### Signal wires by layer, run 1

Two of the layers only.
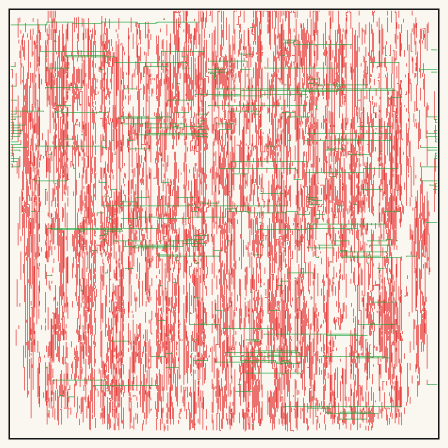
### Signal wires on met1, run 1

Supply wires on this layer in grey.
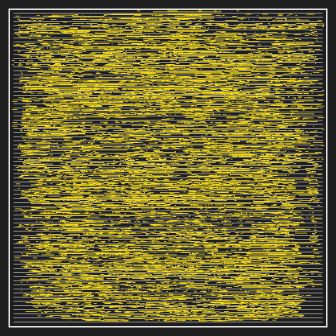
### The metal 4 layer, run 1

Supply wires on this layer in grey.
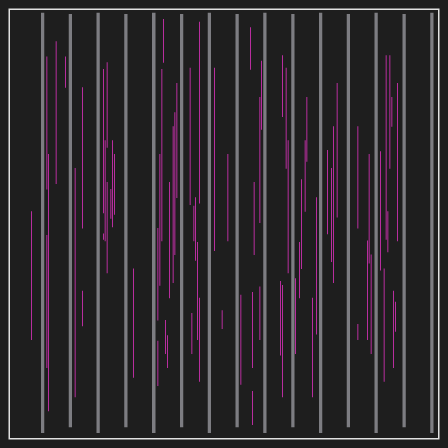
### Clock nets, run 1

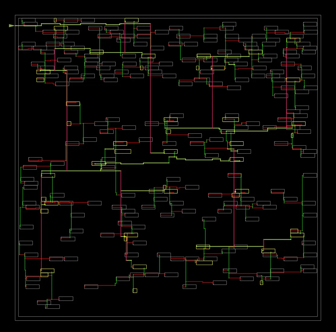
`src/rtl/muldiv_sequencer.sv`:
```
`default_nettype none
// ============================================================================
// Module   : muldiv_sequencer
// Purpose  : Multi-cycle radix-2 sequencer for RV32M MUL/DIV/DIVU/REM/REMU.
//            Optional macro MULDIV_EARLY_OUT_EN resolves trivial ops at issue.
// Revision : 1.0 - initial release
// ============================================================================
module muldiv_sequencer #(
  parameter int WIDTH = 32,
  parameter int TAG_W = 5
) (
  input  logic             clk,
  input  logic             rst_n,
  input  logic             start,
  input  logic             abort,
  input  logic [2:0]       funct3,
  input  logic [WIDTH-1:0] op_a,
  input  logic [WIDTH-1:0] op_b,
  input  logic [TAG_W-1:0] tag_in,
  output logic             busy,
  output logic             stall,
  output logic             done,
  output logic [WIDTH-1:0] result,
  output logic [TAG_W-1:0] tag_out
);

  localparam int                 c_cnt_w     = $clog2(WIDTH);
  localparam logic [c_cnt_w-1:0] c_last_iter = c_cnt_w'(WIDTH - 1);
  localparam logic [WIDTH-1:0]   c_int_min   = {1'b1, {(WIDTH-1){1'b0}}};

  typedef enum logic [1:0] {
    S_IDLE = 2'd0,
    S_CALC = 2'd1,
    S_FIX  = 2'd2,
    S_DONE = 2'd3
  } state_t;

  state_t             r_state, w_state_next;
  logic [2:0]         r_funct3;
  logic [WIDTH-1:0]   r_op_a, r_op_b;
  logic [WIDTH-1:0]   r_x;    // multiplier (shifts right) / dividend becoming quotient
  logic [WIDTH-1:0]   r_y;    // multiplicand (shifts left) / divisor magnitude
  logic [WIDTH-1:0]   r_acc;  // product / partial remainder
  logic               r_neg_q, r_neg_r;
  logic [c_cnt_w-1:0] r_cnt;
  logic [TAG_W-1:0]   r_tag_pend, r_tag_out;
  logic [WIDTH-1:0]   r_result;

  logic               w_accept, w_early, w_load_result, w_signed_in;
  logic [WIDTH-1:0]   w_mag_a, w_mag_b, w_fix_res, w_early_res, w_result_next;
  logic [WIDTH:0]     w_rem_sh, w_diff, w_spec_fix;
  logic [TAG_W-1:0]   w_tag_next;

  // Returns {hit, value} for div-by-zero, signed overflow and zero-operand MUL.
  function automatic logic [WIDTH:0] special_case(input logic [2:0] f,
                                                  input logic [WIDTH-1:0] a,
                                                  input logic [WIDTH-1:0] b);
    logic [WIDTH:0] s;
    s = '0;
    if (f == 3'b000) begin
      if (a == '0 || b == '0) s = {1'b1, {WIDTH{1'b0}}};
    end else if (f[2]) begin
      if (b == '0)
        s = {1'b1, (f[1] ? a : {WIDTH{1'b1}})};
      else if (!f[0] && a == c_int_min && b == '1)
        s = {1'b1, (f[1] ? {WIDTH{1'b0}} : c_int_min)};
    end
    return s;
  endfunction

  assign w_signed_in = funct3[2] & ~funct3[0];
  assign w_mag_a     = (w_signed_in && op_a[WIDTH-1]) ? -op_a : op_a;
  assign w_mag_b     = (w_signed_in && op_b[WIDTH-1]) ? -op_b : op_b;
  assign w_rem_sh    = {r_acc, r_x[WIDTH-1]};
  assign w_diff      = w_rem_sh - {1'b0, r_y};

`ifdef MULDIV_EARLY_OUT_EN
  logic [WIDTH:0] w_spec_in;
  assign w_spec_in   = special_case(funct3, op_a, op_b);
  assign w_early     = w_spec_in[WIDTH];
  assign w_early_res = w_spec_in[WIDTH-1:0];
`else
  assign w_early     = 1'b0;
  assign w_early_res = '0;
`endif

  always_comb begin
    w_spec_fix = special_case(r_funct3, r_op_a, r_op_b);
    w_fix_res  = '0;
    if (!(r_funct3 == 3'b000 || r_funct3[2]))
      w_fix_res = '0;
    else if (w_spec_fix[WIDTH])
      w_fix_res = w_spec_fix[WIDTH-1:0];
    else if (!r_funct3[2])
      w_fix_res = r_acc;
    else if (r_funct3[1])
      w_fix_res = r_neg_r ? -r_acc : r_acc;
    else
      w_fix_res = r_neg_q ? -r_x : r_x;
  end

  always_comb begin
    w_accept     = start && (r_state == S_IDLE) && !abort;
    w_state_next = r_state;
    busy         = (r_state != S_IDLE);
    stall        = (start && r_state == S_IDLE) || r_state == S_CALC || r_state == S_FIX;
    done         = (r_state == S_DONE) && !abort;
    unique case (r_state)
      S_IDLE:  if (w_accept) w_state_next = w_early ? S_DONE : S_CALC;
      S_CALC:  if (r_cnt == c_last_iter) w_state_next = S_FIX;
      S_FIX:   w_state_next = S_DONE;
      S_DONE:  w_state_next = S_IDLE;
      default: w_state_next = S_IDLE;
    endcase
    if (abort) w_state_next = S_IDLE;
  end

  assign w_load_result = !abort && ((r_state == S_FIX) || (w_accept && w_early));
  assign w_result_next = (r_state == S_FIX) ? w_fix_res : w_early_res;
  assign w_tag_next    = (r_state == S_FIX) ? r_tag_pend : tag_in;

  always_ff @(posedge clk or negedge rst_n) begin
    if (!rst_n) r_state <= S_IDLE;
    else        r_state <= w_state_next;
  end

  always_ff @(posedge clk or negedge rst_n) begin
    if (!rst_n) begin
      r_funct3   <= '0;
      r_op_a     <= '0;
      r_op_b     <= '0;
      r_x        <= '0;
      r_y        <= '0;
      r_acc      <= '0;
      r_neg_q    <= 1'b0;
      r_neg_r    <= 1'b0;
      r_cnt      <= '0;
      r_tag_pend <= '0;
      r_tag_out  <= '0;
      r_result   <= '0;
    end else begin
      if (w_accept) begin
        r_funct3   <= funct3;
        r_op_a     <= op_a;
        r_op_b     <= op_b;
        r_tag_pend <= tag_in;
        r_cnt      <= '0;
        r_acc      <= '0;
        r_neg_q    <= w_signed_in & (op_a[WIDTH-1] ^ op_b[WIDTH-1]);
        r_neg_r    <= w_signed_in & op_a[WIDTH-1];
        r_x        <= funct3[2] ? w_mag_a : op_b;
        r_y        <= funct3[2] ? w_mag_b : op_a;
      end else if (r_state == S_CALC) begin
        r_cnt <= r_cnt + c_cnt_w'(1);
        if (r_funct3[2]) begin
          // Restoring step: keep the shifted remainder when the trial subtract borrows.
          r_x   <= {r_x[WIDTH-2:0], ~w_diff[WIDTH]};
          r_acc <= w_diff[WIDTH] ? w_rem_sh[WIDTH-1:0] : w_diff[WIDTH-1:0];
        end else begin
          if (r_x[0]) r_acc <= r_acc + r_y;
          r_x <= r_x >> 1;
          r_y <= r_y << 1;
        end
      end
      if (w_load_result) begin
        r_result  <= w_result_next;
        r_tag_out <= w_tag_next;
      end
    end
  end

  assign result  = r_result;
  assign tag_out = r_tag_out;

endmodule
`default_nettype wire

```
`config.mk`:
```
export PLATFORM = sky130hd
export DESIGN_NAME = muldiv_sequencer
export DESIGN_NICKNAME = d
export VERILOG_FILES = /design/src/rtl/muldiv_sequencer.sv
export SDC_FILE = /design/constraint.sdc
export NUM_CORES = 1
export LEC_CHECK = 0
export CAP_MARGIN = 20
export CELL_PAD_IN_SITES_DETAIL_PLACEMENT = 1
export CELL_PAD_IN_SITES_GLOBAL_PLACEMENT = 1
export CORE_MARGIN = 2
export CORE_UTILIZATION = 41
export DETAILED_ROUTE_END_ITERATION = 16
export HOLD_SLACK_MARGIN = 0.12
export PLACE_DENSITY_LB_ADDON = 0.1
export SLEW_MARGIN = 20
export SYNTH_ARGS = -nofsm -noshare
export SYNTH_HDL_FRONTEND = slang
export SYNTH_SLANG_ARGS = --single-unit
export TNS_END_PERCENT = 1
```
`constraint.sdc`:
```
create_clock -name clk -period 2.89 [get_ports clk]
set_input_delay 0.289 -clock clk [delete_from_list [all_inputs] [get_ports clk]]
set_output_delay 0.289 -clock clk [all_outputs]
set_load 0.02 [all_outputs]
```
==> impl_metrics.py, run 1 <==
# Metrics from the implementation run
metrics = {
    "final_timing": {
        "hold_ws_ns": 0.266,
        "slew-limit-headroom": 0.262,
        "period_minus_slack_ns": 3.14,
        "drv_slew": 0,
        "fmax_mhz": 318,
        "setup_violations": 38,
        "worst_slack_ns": -0.253,
        "rsz0062_at_grt": "true",
    },
    "cells_and_area": {
        "drive_gt1_frac": 0.207,
    },
    "run_status": {
        "outcome": "finished with violations",
        "violations": "negative setup slack",
    },
    "drt": {
        "vias_per_cell": 5.99,
        "drc": 0,
        "met2_wirelength_mm": 36.0,
    },
    "global_routing": {
        "globalRoute.totalOverflow": 0,
        "grt-busiest-layer": "met2",
    },
    "placement": {
        "dpl_worst_slack_ns": -0.521,
        "dpl.hpwl_mm": 56.7,
    },
    "worst_setup_path": {
        "critPathMaxStageDelay_ns": 0.50,
        "cp.required_ns": 3.31,
    },
    "synth": {
        "yosysSeqAreaShare": 0.311,
        "synth-cells-yosys": 2258,
        "ys_sh_adder": 0.0554,
        "compound_area_frac": 0.266,
        "edf_count": 0,
    },
    "clock_network": {
        "cts_tree": "done",
        "root_buffer": "clkbuf_16",
        "clockBufferDepth": 3,
    },
}
Back to the opening pictures, 'Signal wires by layer':
Key: red = M2 [wire length 36.0 mm]; green = M3 [wire length 3070 µm]

Back to the opening pictures, 'Signal wires on met1':
2601 nets have wire on it. The layer holds 43% of the routed length. The longest straight run is 72.7 µm.

Back to the opening pictures, 'The metal 4 layer':
The longest straight run is 125 µm. The wires run mostly vertical. The layer carries 3570 µm of wire.
final wirelength: 75.3 mm
routed vias: 19200

Back to the opening pictures, 'Clock nets':
FFs & Latches: 214
clock skew: 0.0203 ns
TritonCTS Buffers: 28
Clock Buffer Count: 36
clock sinks: 214

run 1: layout by cell type, fill, tap and decap left out, types with 54 or more instances in the layout:
cell,Yosys,final
xor2_1,55,54
ha_1,73,61
nor2_1,136,133
nand2_1,444,441
inv_1,73,70
dfrtp_1,214,207
a21oi_1,188,177
xnor2_1,79,78
o21ai_0,265,242
clkdlybuf4s50_1,0,113
buf_4,2,370
o211ai_1,68,68
run 1: metrics by stage:
stage / cell area, µm² / utilization
floorplan: 17200 / -
global placement: 21300 / 0.512
detailed placement: 21300 / 0.512
CTS: 22500 / 0.541
global route: 23000 / 0.553
finish: 23000 / 0.553
run 1: cell families (layout without fill, tap and decap cells):
group | count (synthesis) | after routing
XOR/XNOR | 134 | 134
flip-flops | 214 | 214
multiplexers | 61 | 61
AND/OR/NAND/NOR | 813 | 813
buffers and inverters | 211 | 624
adder cells (fa/ha/maj) | 75 | 75
AND-OR/OR-AND | 750 | 750
run 1: layout make-up:
class	instances	area (µm²)	share of cell area
Multi-Input combinational cell	1833	11500	0.501
Sequential cell	214	5370	0.233
Timing Repair Buffer	502	4240	0.184
Clock buffer	36	802	0.0348
Tap cell	539	674	0.0293
Inverter	74	278	0.0121
Clock inverter	12	148	0.00641
run 1: Yosys cell counts, types with 8 or more instances:
cell type,count,area (µm²)
xnor2_1,79,692
a31oi_1,16,100
a22o_1,8,70.1
o21bai_1,8,60.1
a22oi_1,23,173
nor2b_1,10,62.6
a21oi_1,188,941
clkbuf_1,100,375
o22ai_1,19,119
xor2_1,55,482
a211oi_1,17,128
nand2b_1,17,106
inv_1,73,274
or4_1,10,75.1
o211ai_1,68,510
dfrtp_1,214,5360
o41ai_1,10,87.6
and3_1,8,50.1
mux2_2,9,101
a211o_1,14,123
nor4_1,30,188
ha_1,73,913
nor2_1,136,510
or3_1,32,200
nand3_1,36,180
o31ai_1,30,225
nand4_1,22,138
nor3_1,37,185
a21o_1,25,188
mux2i_1,52,521
nand2_1,444,1670
o21ai_0,265,1330
o21a_1,14,105
buf_1,18,67.6
run 1: where the power goes:
part	leakage, nW	internal (mW)	switching (mW)	total, mW
Sequential	2.68	4.43	1.38	5.81
Clock	0.466	2.21	1.47	3.68
Combinational	6.98	8.92	11.4	20.3
run 1: registers in the layout (all words and copies together), names as in the netlist:
name        flops
r_acc          32
r_op_a         32
r_op_b         32
r_x            32
r_y            32
result         32
r_cnt           5
r_tag_pend      5
tag_out         5
r_funct3        3
r_state         2
r_neg_q         1
r_neg_r         1
run 1: repair_timing:
action / 4_1_cts / 5_1_grt
pin swaps: 23 / 28
endpoints found under the setup margin: 48 / 61
endpoints found under the hold margin: 71 / 0
resized: 51 / 86
hold buffers: 1 / 0
setup buffers: 12 / 12
run 1: final timing paths:
kind                                start            end  slack (ns)  cells after the start
worst max-delay path            r_acc[10]     result[25]       -0.25                     10
worst min-delay path            tag_in[1]  r_tag_pend[1]        0.27                      3
worst max register to register  r_acc[10]     result[25]       -0.25                     10
worst min register to register  result[2]      result[2]        0.48                      1
max in group asynchronous           rst_n       r_acc[1]        1.67                      3
min in group asynchronous           rst_n       r_cnt[0]        0.35                      2
## Run 2: what changed since run 1
--- a/config.mk
+++ b/config.mk
@@ -5,7 +5,7 @@
 export SDC_FILE = /design/constraint.sdc
 export NUM_CORES = 1
 export LEC_CHECK = 0
-export CAP_MARGIN = 20
+export ABC_CLOCK_PERIOD_IN_PS = 2890
 export CELL_PAD_IN_SITES_DETAIL_PLACEMENT = 1
 export CELL_PAD_IN_SITES_GLOBAL_PLACEMENT = 1
 export CORE_MARGIN = 2
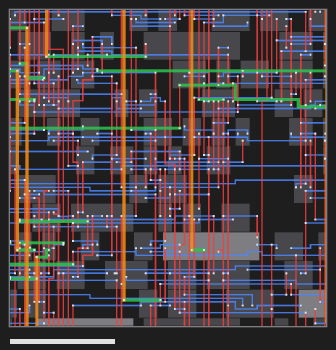
*Layout detail, run 2*
The bar under the picture is 10 µm long. Window x 89 to 119, y 89 to 119 µm. Cells in grey, sequential cells in the stronger grey; small squares are vias.
Key: green = M3; orange = M4; blue = M1; red = M2
Sequential cells in the window: 1. Most frequent: o21ai_0 (9), nand2_1 (9), buf_4 (8). Netlist names of flops here include r_neg_r (1). 60 logic cells have their middle in the window.

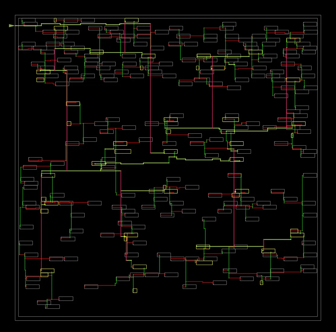
*Clock nets, run 2*
clk pwr: 3.68 mW
clock latency on the worst-skew pair: 0.57 ns

==> run 2 against run 1 <==
The run still ends with negative setup slack left; worst setup slack unchanged; fmax unchanged; register-to-register slack barely moved; critical path depth did not move; synthesized cell count stayed put; clock power is essentially flat; final area unchanged; flip-flop count is the same; combinational power about the same; power stayed put; synthesized area unchanged; highest routed layer unchanged.
==> impl_metrics.py, run 2 <==
# Metrics from the implementation run
metrics = {
    "floorplan": {
        "num_rows": 75,
    },
    "run_status": {
        "violations": "negative setup slack",
        "outcome": "finished with violations",
    },
    "final_timing": {
        "fmax_mhz": 318,
        "hold_ws_ns": 0.266,
        "drv_slew": 0,
        "rsz0062_at_grt": "true",
        "worst_slack_ns": -0.253,
        "setup_violations": 38,
        "final.setup_skew_ns": 0.0203,
        "period_minus_slack_ns": 3.14,
    },
    "drt": {
        "vias_per_cell": 5.99,
        "wirelength_mm": 75.3,
        "firstDrtPassIters": 5,
    },
    "clock_network": {
        "cts_sinks": 214,
        "cts_made_buffers": 28,
        "clockBufferDepth": 3,
        "root_buffer": "clkbuf_16",
    },
    "worst_setup_path": {
        "ff2ff_path_depth": 10,
        "startpoint": "r_acc[10]",
        "critPathMaxStageDelay_ns": 0.50,
        "crit_end": "result[25]",
        "cp.required_ns": 3.31,
        "ff2ff_setup_slack_ns": -0.25,
        "r2r-start": "r_acc[10]",
    },
    "synth": {
        "synth-cells-yosys": 2258,
        "top_area_cell": "dfrtp_1",
        "yosysSeqAreaShare": 0.311,
        "yosysMostFrequentCell": "nand2_1",
        "top_area_frac": 0.311,
        "top_cells_by_area": "dfrtp_1 31%, nand2_1 9.7%, o21ai_0 7.7%",
        "common_cells": "444 x nand2_1, 265 x o21ai_0, 214 x dfrtp_1, 188 x a21oi_1, 136 x nor2_1",
    },
    "cells_and_area": {
        "mostFrequentLayoutCells": "441 x nand2_1, 370 x buf_4, 242 x o21ai_0, 207 x dfrtp_1, 177 x a21oi_1",
        "regArea_um2": 5370,
        "layout_top_cell": "nand2_1",
        "drive_gt1_frac": 0.207,
        "logic_area_um2": 11500,
    },
    "placement": {
        "place_inst": 3139,
        "dpl.hpwl_mm": 56.7,
        "dpl_cell_area_um2": 21300,
        "dpl_worst_slack_ns": -0.521,
    },
    "power_and_ir_drop": {
        "power.internal_mw": 15.6,
        "swShare": 0.477,
        "comb_power_share": 0.681,
        "seq_power_share": 0.195,
        "p_total_mw": 29.8,
    },
    "global_routing": {
        "globalRoute.totalOverflow": 0,
        "gr-usage-all-layers": 0.337,
    },
}
run 2: cell counts after synthesis:
Identical to the previous run, type by type.
run 2: cell type report:
type	count	share of cell area
flip-flops and latches	214	0.233
inverters	74	0.0121
multi-input cells	1833	0.501
clock buffers	36	0.0348
repair buffers	502	0.184
well taps	539	0.0293
clock inverters	12	0.00641
run 2: what timing repair did:
| action | 4_1_cts | 5_1_grt |
|---|---|---|
| buffers inserted | 12 | 12 |
| resized | 51 | 86 |
| gates cloned | 0 | 0 |
| pin swaps | 23 | 28 |
| hold endpoints to repair | 71 | 0 |
| setup endpoints to repair | 48 | 61 |
| hold buffers | 1 | 0 |
run 2: critical path, delay by kind of cell, from the launching register on:
family          cells  cell delay, ns
flops               1            0.40
compound gates      4            0.58
simple gates        4            1.72
buf+inv             2            0.30
run 2: logic make-up (layout without fill, tap and decap cells):
logic type	after synthesis	in the layout	share of synthesized area
fa+ha+maj	75	75	0.0554
xor+xnor	134	134	0.0682
mux	61	61	0.0361
simple gates	813	813	0.211
buf+inv	211	624	0.0520
compound gates	750	750	0.266
flops	214	214	0.311
run 2: worst min path at each step:
stage / startpoint / end / slack, ns / cells past startpoint
2_1_floorplan: rst_n / r_acc[0] / -0.007 / 0
3_3_place_gp: rst_n / r_acc[30] / 0.35 / 1
3_5_place_dp: rst_n / r_cnt[0] / 0.35 / 1
4_1_cts: tag_in[3] / r_tag_pend[3] / 0.25 / 3
5_1_grt: tag_in[3] / r_tag_pend[3] / 0.27 / 3
6_report: tag_in[1] / r_tag_pend[1] / 0.27 / 3
run 2: power by group through the flow:
stage               combinational (mW)  sequential (mW)  clock [mW]
finish                            20.3             5.81        3.68
CTS                               19.2             5.72        3.72
floorplan                         10.5             5.76           0
global route                      22.0             5.96        3.83
detailed placement                18.6             5.74           0
global placement                  18.0             5.67           0
run 2: metal layers:
metal  vias to the layer above  GRT usage  routed length, µm
met1                      9655      0.438              32600
met2                       510      0.572              36000
met4                         0      0.141               3570
met5                         -          0                  0
met3                       167     0.0335               3070
li1                       8883          -                  -
No activity file was given, so power comes from the tool's default toggle rates.
